[src/rtl/buf_reader_if.sv]
// Read-sequencer bundle: start/len request, RAM read port, output stream and status.
// master is the sequencer side, slave is the requester/RAM/consumer side.
interface buf_reader_if #(
  parameter int W  = 4,
  parameter int DW = 16
);
  logic          start;
  logic [W:0]    len;
  logic          rd_en;
  logic [W-1:0]  rd_addr;
  logic [DW-1:0] rd_data;
  logic          m_valid;
  logic          m_ready;
  logic [DW-1:0] m_data;
  logic          m_last;
  logic          busy;
  logic          done;

  modport master (
    input  start, len, rd_data, m_ready,
    output rd_en, rd_addr, m_valid, m_data, m_last, busy, done
  );

  modport slave (
    output start, len, rd_data, m_ready,
    input  rd_en, rd_addr, m_valid, m_data, m_last, busy, done
  );
endinterface

[src/rtl/buf_reader.sv]
// Sweeps RAM addresses 0..len-1 and streams the words out; 3 cycles start->first m_valid.
// Backpressure: at most 2 words buffered or in flight, rd_en throttles combinationally on m_ready.
module buf_reader #(
  parameter int W  = 4,
  parameter int DW = 16
) (
  input  logic          clk,
  input  logic          rst,
  buf_reader_if.master  bus
);
  typedef enum logic {IDLE, RUN} state_t;

  state_t        state, state_nxt;
  logic [W:0]    len_q, issued, delivered;
  logic [W-1:0]  addr;
  logic          inflight;
  logic [DW-1:0] mem [2];
  logic          wptr, rptr;
  logic [1:0]    occ;
  logic [2:0]    pending;
  logic          pop, issue, accept, last_pop, head_last, done_q;

  assign accept    = (state == IDLE) && bus.start && (bus.len != '0);
  assign pop       = (occ != 2'd0) && bus.m_ready;
  assign head_last = (delivered == len_q - (W+1)'(1));
  assign last_pop  = pop && head_last;
  // Words already committed to the FIFO slots once this cycle's pop leaves.
  assign pending   = {1'b0, occ} + {2'b0, inflight} - {2'b0, pop};
  assign issue     = (state == RUN) && (issued < len_q) && (pending < 3'd2);

  always_ff @(posedge clk) begin
    if (rst) begin
      state     <= IDLE;
      len_q     <= '0;
      issued    <= '0;
      delivered <= '0;
      addr      <= '0;
      inflight  <= 1'b0;
      mem[0]    <= '0;
      mem[1]    <= '0;
      wptr      <= 1'b0;
      rptr      <= 1'b0;
      occ       <= 2'd0;
      done_q    <= 1'b0;
    end else begin
      state    <= state_nxt;
      inflight <= issue;
      done_q   <= last_pop || ((state == IDLE) && bus.start && (bus.len == '0));
      if (accept) begin
        len_q     <= bus.len;
        issued    <= '0;
        addr      <= '0;
        delivered <= '0;
      end else begin
        if (issue) begin
          issued <= issued + (W+1)'(1);
          addr   <= addr + W'(1);
        end
        if (pop)
          delivered <= delivered + (W+1)'(1);
      end
      if (inflight) begin
        mem[wptr] <= bus.rd_data;
        wptr      <= ~wptr;
      end
      if (pop)
        rptr <= ~rptr;
      occ <= occ + {1'b0, inflight} - {1'b0, pop};
    end
  end

  always_comb begin
    state_nxt = state;
    case (state)
      IDLE:    if (accept)   state_nxt = RUN;
      RUN:     if (last_pop) state_nxt = IDLE;
      default:               state_nxt = IDLE;
    endcase
  end

  always_comb begin
    bus.rd_en   = issue;
    bus.rd_addr = addr;
    bus.m_valid = (occ != 2'd0);
    bus.m_data  = mem[rptr];
    bus.m_last  = (occ != 2'd0) && head_last;
    bus.busy    = (state == RUN);
    bus.done    = done_q;
  end
endmodule

[src/flat_wrapper.sv]
// flat-port wrapper written by rule: the top's interface ports become plain ports
module buf_reader_flat 
#(
  parameter int W  = 4,
  parameter int DW = 16
)
  (clk, rst, bus_start, bus_len, bus_rd_data, bus_m_ready, bus_rd_en, bus_rd_addr, bus_m_valid, bus_m_data, bus_m_last, bus_busy, bus_done);
  buf_reader_if #(.W(W), .DW(DW)) bus_i ();
  input  logic clk;
  input  logic rst;
  input wire logic [$bits(bus_i.start)-1:0] bus_start;
  input wire logic [$bits(bus_i.len)-1:0] bus_len;
  input wire logic [$bits(bus_i.rd_data)-1:0] bus_rd_data;
  input wire logic [$bits(bus_i.m_ready)-1:0] bus_m_ready;
  output wire logic [$bits(bus_i.rd_en)-1:0] bus_rd_en;
  output wire logic [$bits(bus_i.rd_addr)-1:0] bus_rd_addr;
  output wire logic [$bits(bus_i.m_valid)-1:0] bus_m_valid;
  output wire logic [$bits(bus_i.m_data)-1:0] bus_m_data;
  output wire logic [$bits(bus_i.m_last)-1:0] bus_m_last;
  output wire logic [$bits(bus_i.busy)-1:0] bus_busy;
  output wire logic [$bits(bus_i.done)-1:0] bus_done;
  assign bus_i.start = bus_start;
  assign bus_i.len = bus_len;
  assign bus_i.rd_data = bus_rd_data;
  assign bus_i.m_ready = bus_m_ready;
  assign bus_rd_en = bus_i.rd_en;
  assign bus_rd_addr = bus_i.rd_addr;
  assign bus_m_valid = bus_i.m_valid;
  assign bus_m_data = bus_i.m_data;
  assign bus_m_last = bus_i.m_last;
  assign bus_busy = bus_i.busy;
  assign bus_done = bus_i.done;
  buf_reader #(.W(W), .DW(DW)) u_core (.clk(clk), .rst(rst), .bus(bus_i));
endmodule
[config.mk]
export PLATFORM = sky130hd
export DESIGN_NAME = buf_reader_flat
export DESIGN_NICKNAME = d
export VERILOG_FILES = /design/src/rtl/buf_reader_if.sv /design/src/rtl/buf_reader.sv /design/src/flat_wrapper.sv
export SDC_FILE = /design/constraint.sdc
export NUM_CORES = 1
export LEC_CHECK = 0
export ABC_AREA = 1
export CORE_ASPECT_RATIO = 0.6
export CORE_MARGIN = 2
export CORE_UTILIZATION = 47
export CTS_CLUSTER_DIAMETER = 150
export DETAILED_ROUTE_END_ITERATION = 10
export PLACE_DENSITY = 0.86
export SKIP_CTS_REPAIR_TIMING = 1
export SYNTH_ARGS = -nofsm -noshare
export SYNTH_HDL_FRONTEND = slang
export SYNTH_SLANG_ARGS = --single-unit
[constraint.sdc]
create_clock -name clk -period 2 [get_ports clk]
set_input_delay 0.2 -clock clk [delete_from_list [all_inputs] [get_ports clk]]
set_output_delay 0.2 -clock clk [all_outputs]
set_load 0.01 [all_outputs]
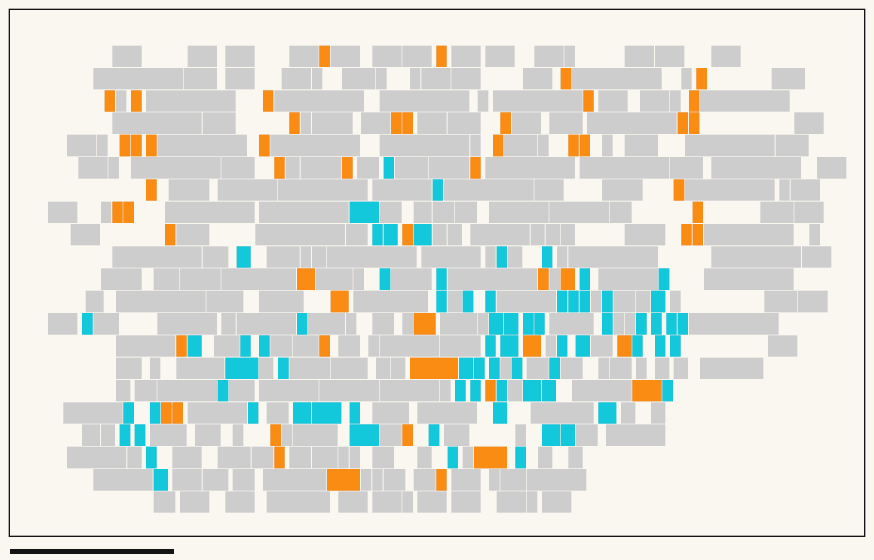
run_1/gate_families.png
The bar under the picture is 20 um long.
legend:
  orange:
    family: NOR gates
    cells: 54
    where: widely spread
  cyan:
    family: NAND gates
    cells: 74
final cell count without fillers: 468
logic share of the area: 0.3053
dominant logic cell type in the layout: nand2_1

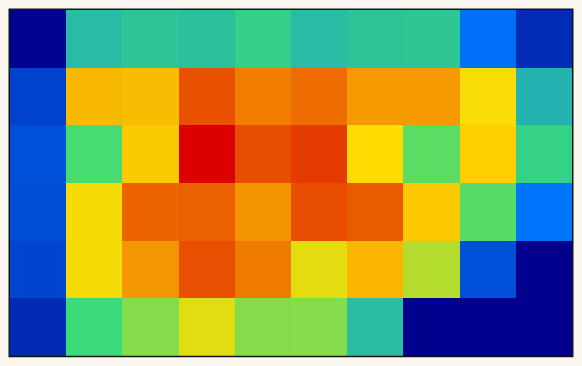
run_1/density.png
The die is cut into 10 by 6 equal tiles; dark blue is low, red is high, 0 to 100% covered.
fullest tile: 100%
tiles over 75% full: 37%
emptiest ninth of the die: south-east
initial standard-cell utilization of the core: 0.4968
utilization of the core after routing: 0.6728

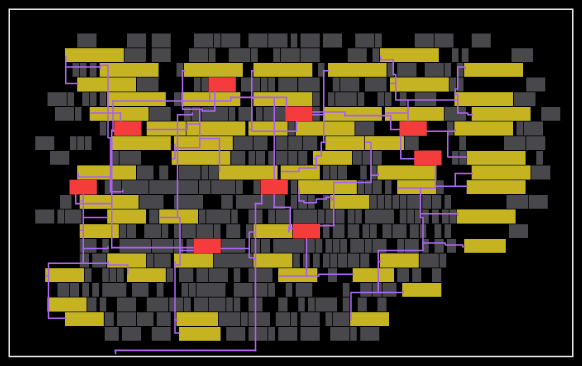
run_1/clock_map.png
legend:
  red:
    item: cells driving clock nets
    count: 9
  yellow:
    item: flip-flops
    count: 59
  purple:
    item: clock wires
    length: 729 um
flops lie: widely spread
Worst Skew: 7.360 ps
clock share of power: 0.285
worst skew pair latency: 330 ps
clock network power: 0.958 mW

==> flow_summary.yaml, run 1 <==
# generated from flow reports
run_status:
  run_status: "complete, but fails checks"
  failed_checks: "setup timing"
grt:
  largest_net_degree_at_the_start_of_global_routing: 18
  grt_remaining_overflow: 0
  grt_pass1_wl_mm: 10.23
  grt_pass1_vias: 2291
  global_routing_usage_summed_across_all_routing_layers: 0.1987
  initial_antenna_violation_count: 0
placement:
  place_inst: 446
  hpwlAfterDp_mm: 4.494
  gp_congestion: 0.8853
  post_dp_cell_area_sq_um: 3541
  count_of_buffers_from_port_buffering: 49
pwr:
  power.share.switching: 0.2879
  sequentialPowerShare: 0.422
  pwr_density_cell_nw_per_um2: 876.6
  p_sw_mw: 0.9682
  static-leakage-power_nw: 1.640
  vdd_ir_drop_max_uv: 580.3
  comb_power_share: 0.293
  power.internal_mw: 2.395
synthesis:
  synth_chip_area_sq_um: 2833
  ys.warnings.count: 0
  post-synth-top-area-cell: "edfxtp_1"
  yosys-top-cells-area: "edfxtp_1, dfxtp_1, nand2_1"
  yosys.area.top_type_share: 0.3392
  mappedNetlistNets: 339
  netlist_area_before_placement_sq_um: 2833
  netlist_instances: 303
  avgSynthCellArea_sq_um: 9.349
  ys_cells: 303
  synth_flops: 59
  seq_area_frac_synth: 0.5300
  netlist-cell-type-count: 33
floorplanning:
  die-height_um: 64.14
  chip_area_sq_um: 6684
  die-width_um: 104.2
  core_region_area_sq_um: 5702
  num_io_pins: 50
hold_path:
  hold_path.class: "reg2reg"
layout:
  nNetsFinal: 419
  fillerInstances: 443
  post_route_cells_drive_above_1_share: 0.2345
  antenna_cells_inserted: 0
  area_delta_synth_final_pct: 35.42
  final_layout_top_logic_cells: "nand2_1, clkdlybuf4s50_1, nor2_1, inv_1, edfxtp_1"
  finalInstanceArea_sq_um: 3836
cts:
  cts_root_buffer_type: "clkbuf_8"
  cts_max_level: 3
  clk_transition_reported_paths_ps: 60
  cts_buffer_depth: 2
  cts_tree: "yes"
  numClockSinks: 59
  tritoncts.num_buffers: 9
timing:
  timing_hold_violations_final: 0
  final_slew_viol_count: 0
  relSlewSlack: 0.7452
  fin_tns_setup_ps: -4994
  part_of_the_cycle_the_worst_path_needs: 1.262
  finalWorstPathRequiredPeriod_ps: 2524
  setup_repair_after_global_routing_missed_its_margin: "yes"
  fmaxAchievable_mhz: 396.2
  setup_ws_ps: -523.8
  finalSetupViolations: 11
worst_setup_path:
  required_ps: 2260
  worstReg2RegStart: "u_core.occ[0]"
  cp-startpoint: "u_core.occ[0]"
  timing.critical_path.fanout_max: 5
  critPathKind: "reg2reg"
  timing.critical_path.to_type: "flop"
  cp-start-kind: "flop"
  critPathArrivalTime_ps: 2780
detailed_routing:
  post_drt_via_cell_ratio: 5.011
  detail_route.first_pass.iterations: 4
  dr.first_iter.drc_count: 145
  drtAntennaViolNets: 0
  routed-via-count: 2345
  overall_routed_net_length_mm: 6.735
  avgRoutedWirePerCell_um: 14.39
  drc: 0
job:
  max_cap_viol_count: 0
  tool_warnings: 28
## run 1: path summary, 6_finish.rpt
path         slack, ps  cells past startpoint               endpoint
min                440                      1                   flop
max reg2reg       -520                     14  u_core.bus.rd_addr[0]
min reg2reg        440                      1                   flop
max               -520                     14  u_core.bus.rd_addr[0]
## run 1: critical path, stage by stage (launching register included)
cell     delay [ps]
dfxtp_2         330
nor2_4          140
nor2_4           60
ha_4            260
inv_2            30
ha_2            160
fa_1            470
inv_2            80
nand3_2          80
nor2_2          140
nand2_2          70
buf_4           150
buf_8           120
or2_0           200
a21oi_1         140
## run 1: power by group through the flow
stage	Clock, mW	Combinational (mW)	Sequential [mW]
floorplan	0	0.475	1.44
global placement	0	0.822	1.44
detailed placement	0	0.847	1.44
CTS	0.960	0.857	1.42
global route	1.02	1.06	1.43
finish	0.958	0.985	1.42
## run 1: flip-flops by register name, indices dropped and copies added (netlist names), named ones only
register / count
u_core.mem: 32
u_core.delivered: 5
u_core.issued: 5
u_core.len_q: 5
u_core.bus.rd_addr: 4
u_core.occ: 2
u_core.bus.busy: 1
u_core.bus.done: 1
u_core.inflight: 1
u_core.rptr: 1
u_core.wptr: 1
## run 1: metal layers
layer / track usage / vias to the layer above / part of all wire
li1: - / 1144 / -
met1: 0.2392 / 1117 / 0.43
met2: 0.3454 / 73 / 0.50
met3: 0.04796 / 11 / 0.057
met4: 0.08446 / 0 / 0.014
met5: 0 / - / 0
## run 1: Yosys cell counts
master	count
ha_1	10
nor2_2	2
edfxtp_1	32
nor2_4	1
nand2_1	53
mux2_2	16
nor3_4	1
nand2_2	4
dfxtp_1	27
inv_4	1
buf_2	5
inv_2	3
nand3_1	13
or2_0	1
nor3_1	2
xnor2_1	4
o32ai_1	2
nor2_1	46
nor3_2	1
or2_1	1
clkinv_1	1
nand3_2	2
o21ai_2	1
a21oi_2	1
nor3b_1	1
fa_1	1
nand4_1	2
a21oi_1	17
o21ai_1	3
o21ai_0	5
xor2_1	2
inv_1	40
buf_6	2
## run 1: cells by family after synthesis
family | Yosys count | share of synthesized area
and+or+nand+nor | 130 | 0.2027
buffers and inverters | 52 | 0.07729
muxes | 16 | 0.06360
AOI/OAI and AO/OA | 29 | 0.05654
xor gates and xnor gates | 6 | 0.01855
DFF | 59 | 0.5300
adders and majority gates | 11 | 0.05124
## run 1: per-stage QoR
stage,power [mW],hold slack (ps),setup slack (ps)
2_1_floorplan,1.912,338.7,-161.0
3_3_place_gp,2.260,435.2,-718.2
3_5_place_dp,2.291,438.6,-791.0
4_1_cts,3.235,447.1,-920.3
5_1_grt,3.510,467.0,-608.2
6_report,3.363,444.8,-523.8
## run 1: cell type report
class | count | area [sq um] | area share
Inverter | 45 | 171.4 | 0.04468
Tap cell | 80 | 100.1 | 0.02609
Timing Repair Buffer | 76 | 714.4 | 0.1862
Clock inverter | 2 | 10.01 | 0.002609
Clock buffer | 14 | 162.7 | 0.04240
Multi-Input combinational cell | 192 | 1171 | 0.3053
Sequential cell | 59 | 1506 | 0.3927
--- run 2 (diff from run 1) ---
--- a/config.mk
+++ b/config.mk
@@ -7,7 +7,7 @@
 export LEC_CHECK = 0
 export ABC_AREA = 1
 export CORE_ASPECT_RATIO = 0.6
-export CORE_MARGIN = 2
+export CORE_MARGIN = 1
 export CORE_UTILIZATION = 47
 export CTS_CLUSTER_DIAMETER = 150
 export DETAILED_ROUTE_END_ITERATION = 10
==> constraint.sdc (replaced) <==
create_clock -name clk -period 2 [get_ports clk]
set_input_delay 0.4 -clock clk [delete_from_list [all_inputs] [get_ports clk]]
set_output_delay 0.4 -clock clk [all_outputs]
set_load 0.01 [all_outputs]
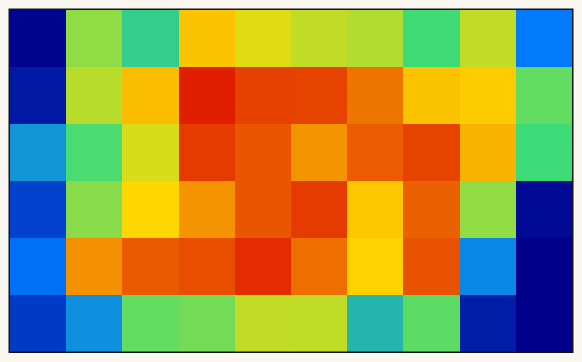
run_2/density.png
The die is cut into 10 by 6 equal tiles; dark blue is low, red is high, 0 to 100% covered.
fullest tile: 97%
densest ninth of the die: center
nearly empty tiles: 6.7%
tiles over 75% full: 45%
emptiest ninth of the die: south-east
mean over tiles: 62%
core region area: 5702 sq um
utilization of the core after routing: 0.7031

==> run 2 against run 1 <==
Setup slack lost 180 ps. Clock skew grew 2.8 ps. Critical path depth shrank 2. The flow still finishes with violations (setup timing). Combinational power shrank 2.4%.
==> flow_summary.yaml, run 2 <==
# generated from flow reports
worst_setup_path:
  worstReg2RegStart: "u_core.occ[1]"
  slowest_delay_ps: 470
  cp-start-kind: "flop"
  r2r_slack_ps: -380
  timing.critical_path.fanout_max: 2
  timing.critical_path.slowest_stage_cell: "fa_1"
  cp-startpoint: "u_core.occ[1]"
  required_ps: 1600
pwr:
  design_power_total_mw: 3.696
  static-leakage-power_nw: 1.882
timing:
  timing_hold_violations_final: 0
  fin_skew_ps: 10.16
  finalSetupViolations: 12
  fin_tns_setup_ps: -3512
  finalWorstPathRequiredPeriod_ps: 2705
  setup_ws_ps: -704.8
  final_slew_viol_count: 0
layout:
  final_layout_top_logic_cells: "nand2_1, nor2_1, inv_1, edfxtp_1, clkdlybuf4s50_1"
  lay_top_count: "nand2_1"
  finalInstanceArea_sq_um: 4009
  nNetsFinal: 421
  post_route_cells_drive_above_1_share: 0.2667
cts:
  worstSkewPairLatency_ps: 340
  cts_root_buffer_type: "clkbuf_8"
  tritoncts.num_buffers: 9
  cts_tree: "yes"
  cts_max_level: 3
  numClockSinks: 59
detailed_routing:
  dr.first_iter.drc_count: 133
  detail_route.first_pass.iterations: 5
synthesis:
  netlist_area_before_placement_sq_um: 2833
  seq_area_frac_synth: 0.5300
  ys.warnings.count: 0
  synth.cellmix.xorXnorShare: 0.01855
  ys_dominant_reg_cell: "edfxtp_1"
  ys_cells: 303
  yosys.area_share.adder: 0.05124
  yosys.area.top_type_share: 0.3392
  post-synth-top-area-cell: "edfxtp_1"
  avgSynthCellArea_sq_um: 9.349
  main_logic_family: "simple AND/OR/NAND/NOR gates"
floorplanning:
  num_io_pins: 50
  floorplanUtilization: 0.4968
placement:
  gp_congestion: 0.8197
  post_dp_cell_area_sq_um: 3623
  count_of_buffers_from_port_buffering: 49
run_status:
  failed_checks: "setup timing"
  run_status: "complete, but fails checks"
grt:
  largest_net_degree_at_the_start_of_global_routing: 18
  global_routing_usage_summed_across_all_routing_layers: 0.2153
job:
  max_cap_viol_count: 0
run 2: cell count changes in the layout (fill, tap and decap cells not counted), sizes merged:
cell | before | now
inv | 44 | 45
bufinv | 0 | 3
dlymetal6s2s | 0 | 17
buf | 28 | 31
clkinvlp | 0 | 1
clkbuf | 15 | 9
clkdlybuf4s50 | 47 | 30
run 2: kinds of logic after synthesis:
family	Yosys count
flops	59
mux	16
buf+inv	52
xor+xnor	6
fa+ha+maj	11
simple gates	130
compound gates	29
run 2: report_power, final:
part           internal, mW  switching (mW)
sequential             1.37          0.0560
clock                 0.825           0.487
combinational         0.491           0.470
total                  2.68            1.01
run 2: per-layer routing:
layer  GRT usage  vias up  wire [um]
met4     0.09821        0        191
li1            -     1149          -
met3     0.05968       23        376
met5           0        -          0
met2      0.3440       93       3350
met1      0.2705     1106       2807
run 2: worst max-delay path: cells and delay by family, from the launching register on:
| family | cells | cell delay, ps |
|---|---|---|
| adder cells (fa/ha/maj) | 3 | 880 |
| buffers and inverters | 4 | 280 |
| flip-flops | 1 | 340 |
| AND/OR/NAND/NOR | 5 | 460 |
run 2: worst max path at each step:
| stage | endpoint | slack [ps] |
|---|---|---|
| final | bus_rd_en | -700 |
| after detailed placement | bus_rd_en | -1310 |
| after global placement | bus_rd_en | -1270 |
| after floorplan | bus_rd_en | -280 |
| after global routing | bus_rd_en | -770 |
| after CTS | bus_rd_en | -1350 |
run 2: final cells by class:
| cell class | count | area [sq um] |
|---|---|---|
| Tap cell | 80 | 100.1 |
| Sequential cell | 59 | 1506 |
| Timing Repair Buffer | 78 | 784.5 |
| Inverter | 45 | 181.4 |
| Multi-Input combinational cell | 192 | 1197 |
| Clock inverter | 7 | 115.1 |
| Fill cell | 381 | 1693 |
| Clock buffer | 9 | 123.9 |
--- run 3 (diff from run 2) ---
--- a/config.mk
+++ b/config.mk
@@ -7,7 +7,7 @@
 export LEC_CHECK = 0
 export ABC_AREA = 1
 export CORE_ASPECT_RATIO = 0.6
-export CORE_MARGIN = 1
+export CORE_MARGIN = 2
 export CORE_UTILIZATION = 47
 export CTS_CLUSTER_DIAMETER = 150
 export DETAILED_ROUTE_END_ITERATION = 10
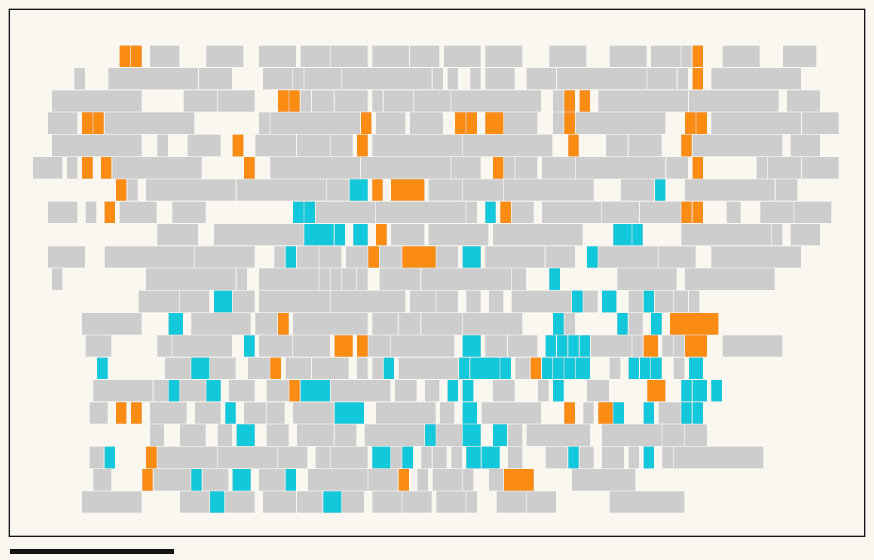
run_3/gate_families.png
The bar under the picture is 20 um long.
legend:
  cyan:
    family: NAND gates
    cells: 74
  orange:
    family: NOR gates
    cells: 54
final cell count without fillers: 475
logic share of the area: 0.2999

==> run 3 against run 2 <==
The flow still finishes with violations (setup timing). Design area down 0.19%. Combinational power up 2.1%. Worst hold slack got worse by 9.3 ps. First-iteration DRC count decreased by 4.5%. Sequential cell count stayed put. Count of clock-buffer cells in the layout increased by 1. Cell count grew 1.1%. Critical endpoint unchanged.
==> flow_summary.yaml, run 3 <==
# generated from flow reports
pwr:
  power.internal_mw: 2.562
  clock_power_share: 0.324
  comb_power_share: 0.276
  vdd_ir_drop_max_uv: 450.4
  pwr_density_cell_nw_per_um2: 888.5
  static-leakage-power_nw: 1.906
  sequentialPowerShare: 0.400
  power.share.switching: 0.2794
  p_sw_mw: 0.9934
synthesis:
  yosys-top-cells-area: "edfxtp_1, dfxtp_1, nand2_1"
  synth_chip_area_sq_um: 2833
  synth.cells.most_frequent: "nand2_1, nor2_1, inv_1"
  netlist_instances: 303
  ys_dominant_reg_cell: "edfxtp_1"
  post-synth-top-area-cell: "edfxtp_1"
  postSynth.asyncResetShare: 0
  netlist_area_before_placement_sq_um: 2833
  ys.warnings.count: 0
  netlist.top_cell.by_instances: "nand2_1"
  edf_count: 32
  ys_cells: 303
worst_setup_path:
  critPathKind: "reg2out"
  timing.critical_path.to_type: "output pin"
  r2r_slack_ps: -390
  cp-startpoint: "u_core.occ[1]"
  critPathArrivalTime_ps: 2300
  required_ps: 1600
  reg2reg_depth: 13
  timing.critical_path.fanout_max: 2
  worstReg2RegStart: "u_core.occ[1]"
  cp-start-kind: "flop"
floorplanning:
  die-width_um: 104.2
  num_io_pins: 50
  chip_area_sq_um: 6684
  core_region_area_sq_um: 5702
  floorplanUtilization: 0.4968
timing:
  finalSetupViolations: 12
  timing_hold_violations_final: 0
  fmaxAchievable_mhz: 370.6
  finalWorstPathRequiredPeriod_ps: 2698
  setup_ws_ps: -698.0
  setup_repair_after_global_routing_missed_its_margin: "yes"
  fin_skew_ps: 4.126
  fin_hold_ws_ps: 464.1
layout:
  lay_top_count: "nand2_1"
  finish.utilization: 0.7018
  post_route_cells_drive_above_1_share: 0.2734
  area_delta_synth_final_pct: 41.25
  largest_reg_flops: 32
  nNetsFinal: 426
grt:
  grt.met1_usage: 0.2448
  grt_remaining_overflow: 0
  largest_net_degree_at_the_start_of_global_routing: 18
  initial_antenna_violation_count: 0
  grt_pass1_vias: 2156
  gr-usage-met3: 0.05714
  grt.busiest_layer: "met2"
  gr_util_met2: 0.3265
detailed_routing:
  post_drt_via_cell_ratio: 4.960
  detail_route.first_pass.iterations: 4
  routed-via-count: 2356
  drtAntennaViolNets: 0
  overall_routed_net_length_mm: 6.744
cts:
  clk_transition_reported_paths_ps: 60
  cts_tree: "yes"
  numClockSinks: 59
  tritoncts.num_buffers: 9
  cts_root_buffer_type: "clkbuf_8"
  worstSkewPairLatency_ps: 330
  cts_max_level: 3
run_status:
  failed_checks: "setup timing"
  run_status: "complete, but fails checks"
placement:
  hpwlAfterDp_mm: 4.506
  gp_congestion: 0.7960
job:
  tool_warnings: 28
hold_path:
  hold_path.class: "reg2reg"
[run 3: cell counts after synthesis]
Identical to the previous run, type by type.
[run 3: layout make-up]
type | instances | area (sq um)
clock buffers | 10 | 127.6
clock inverters | 6 | 80.08
fillers | 421 | 1700
inverters | 45 | 181.4
multi-input cells | 192 | 1200
flip-flops and latches | 59 | 1509
well taps | 80 | 100.1
repair buffers | 83 | 803.3
[run 3: worst max-delay path, stage by stage (launching register included)]
cell and delay (ps):
dfxtp_2 340, nor2_4 130, nor2_4 50, ha_4 250
inv_2 30, ha_4 150, fa_1 460, inv_2 90
nand3_2 70, nor2_2 140, nand2_2 100, inv_4 60
buf_6 90
[run 3: worst paths after layout]
check | to
setup / recovery | bus_rd_en
hold / removal | flop
setup reg to reg | u_core.issued[0]
hold reg to reg | flop
[run 3: per-stage QoR]
step,area (sq um),setup TNS [ps]
after floorplan,2848,-1726
after global placement,3598,-9019
after detailed placement,3598,-9986
after CTS,3806,-8553
after global routing,4001,-4989
final,4001,-4082
[run 3: cell families (layout without fill, tap and decap cells)]
logic type	Yosys count	after routing	share of synthesized area
DFF	59	59	0.5300
muxes	16	16	0.06360
and+or+nand+nor	130	130	0.2027
buffers and inverters	52	144	0.07729
AOI/OAI and AO/OA	29	29	0.05654
xor gates and xnor gates	6	6	0.01855
adders and majority gates	11	11	0.05124
[run 3: power groups by stage]
stage	Combinational [mW]	Sequential, mW	Clock [mW]
after floorplan	0.476	1.43	0
after global placement	0.833	1.43	0
after detailed placement	0.854	1.44	0
after CTS	0.870	1.41	1.17
after global routing	1.06	1.43	1.23
final	0.981	1.42	1.15
[run 3: layer usage]
layer	part of all wire	wire length [um]
met2	0.50	3360
met1	0.43	2919
met3	0.052	349
met5	0	0
met4	0.017	114
No activity file was given, so power comes from the tool's default toggle rates.
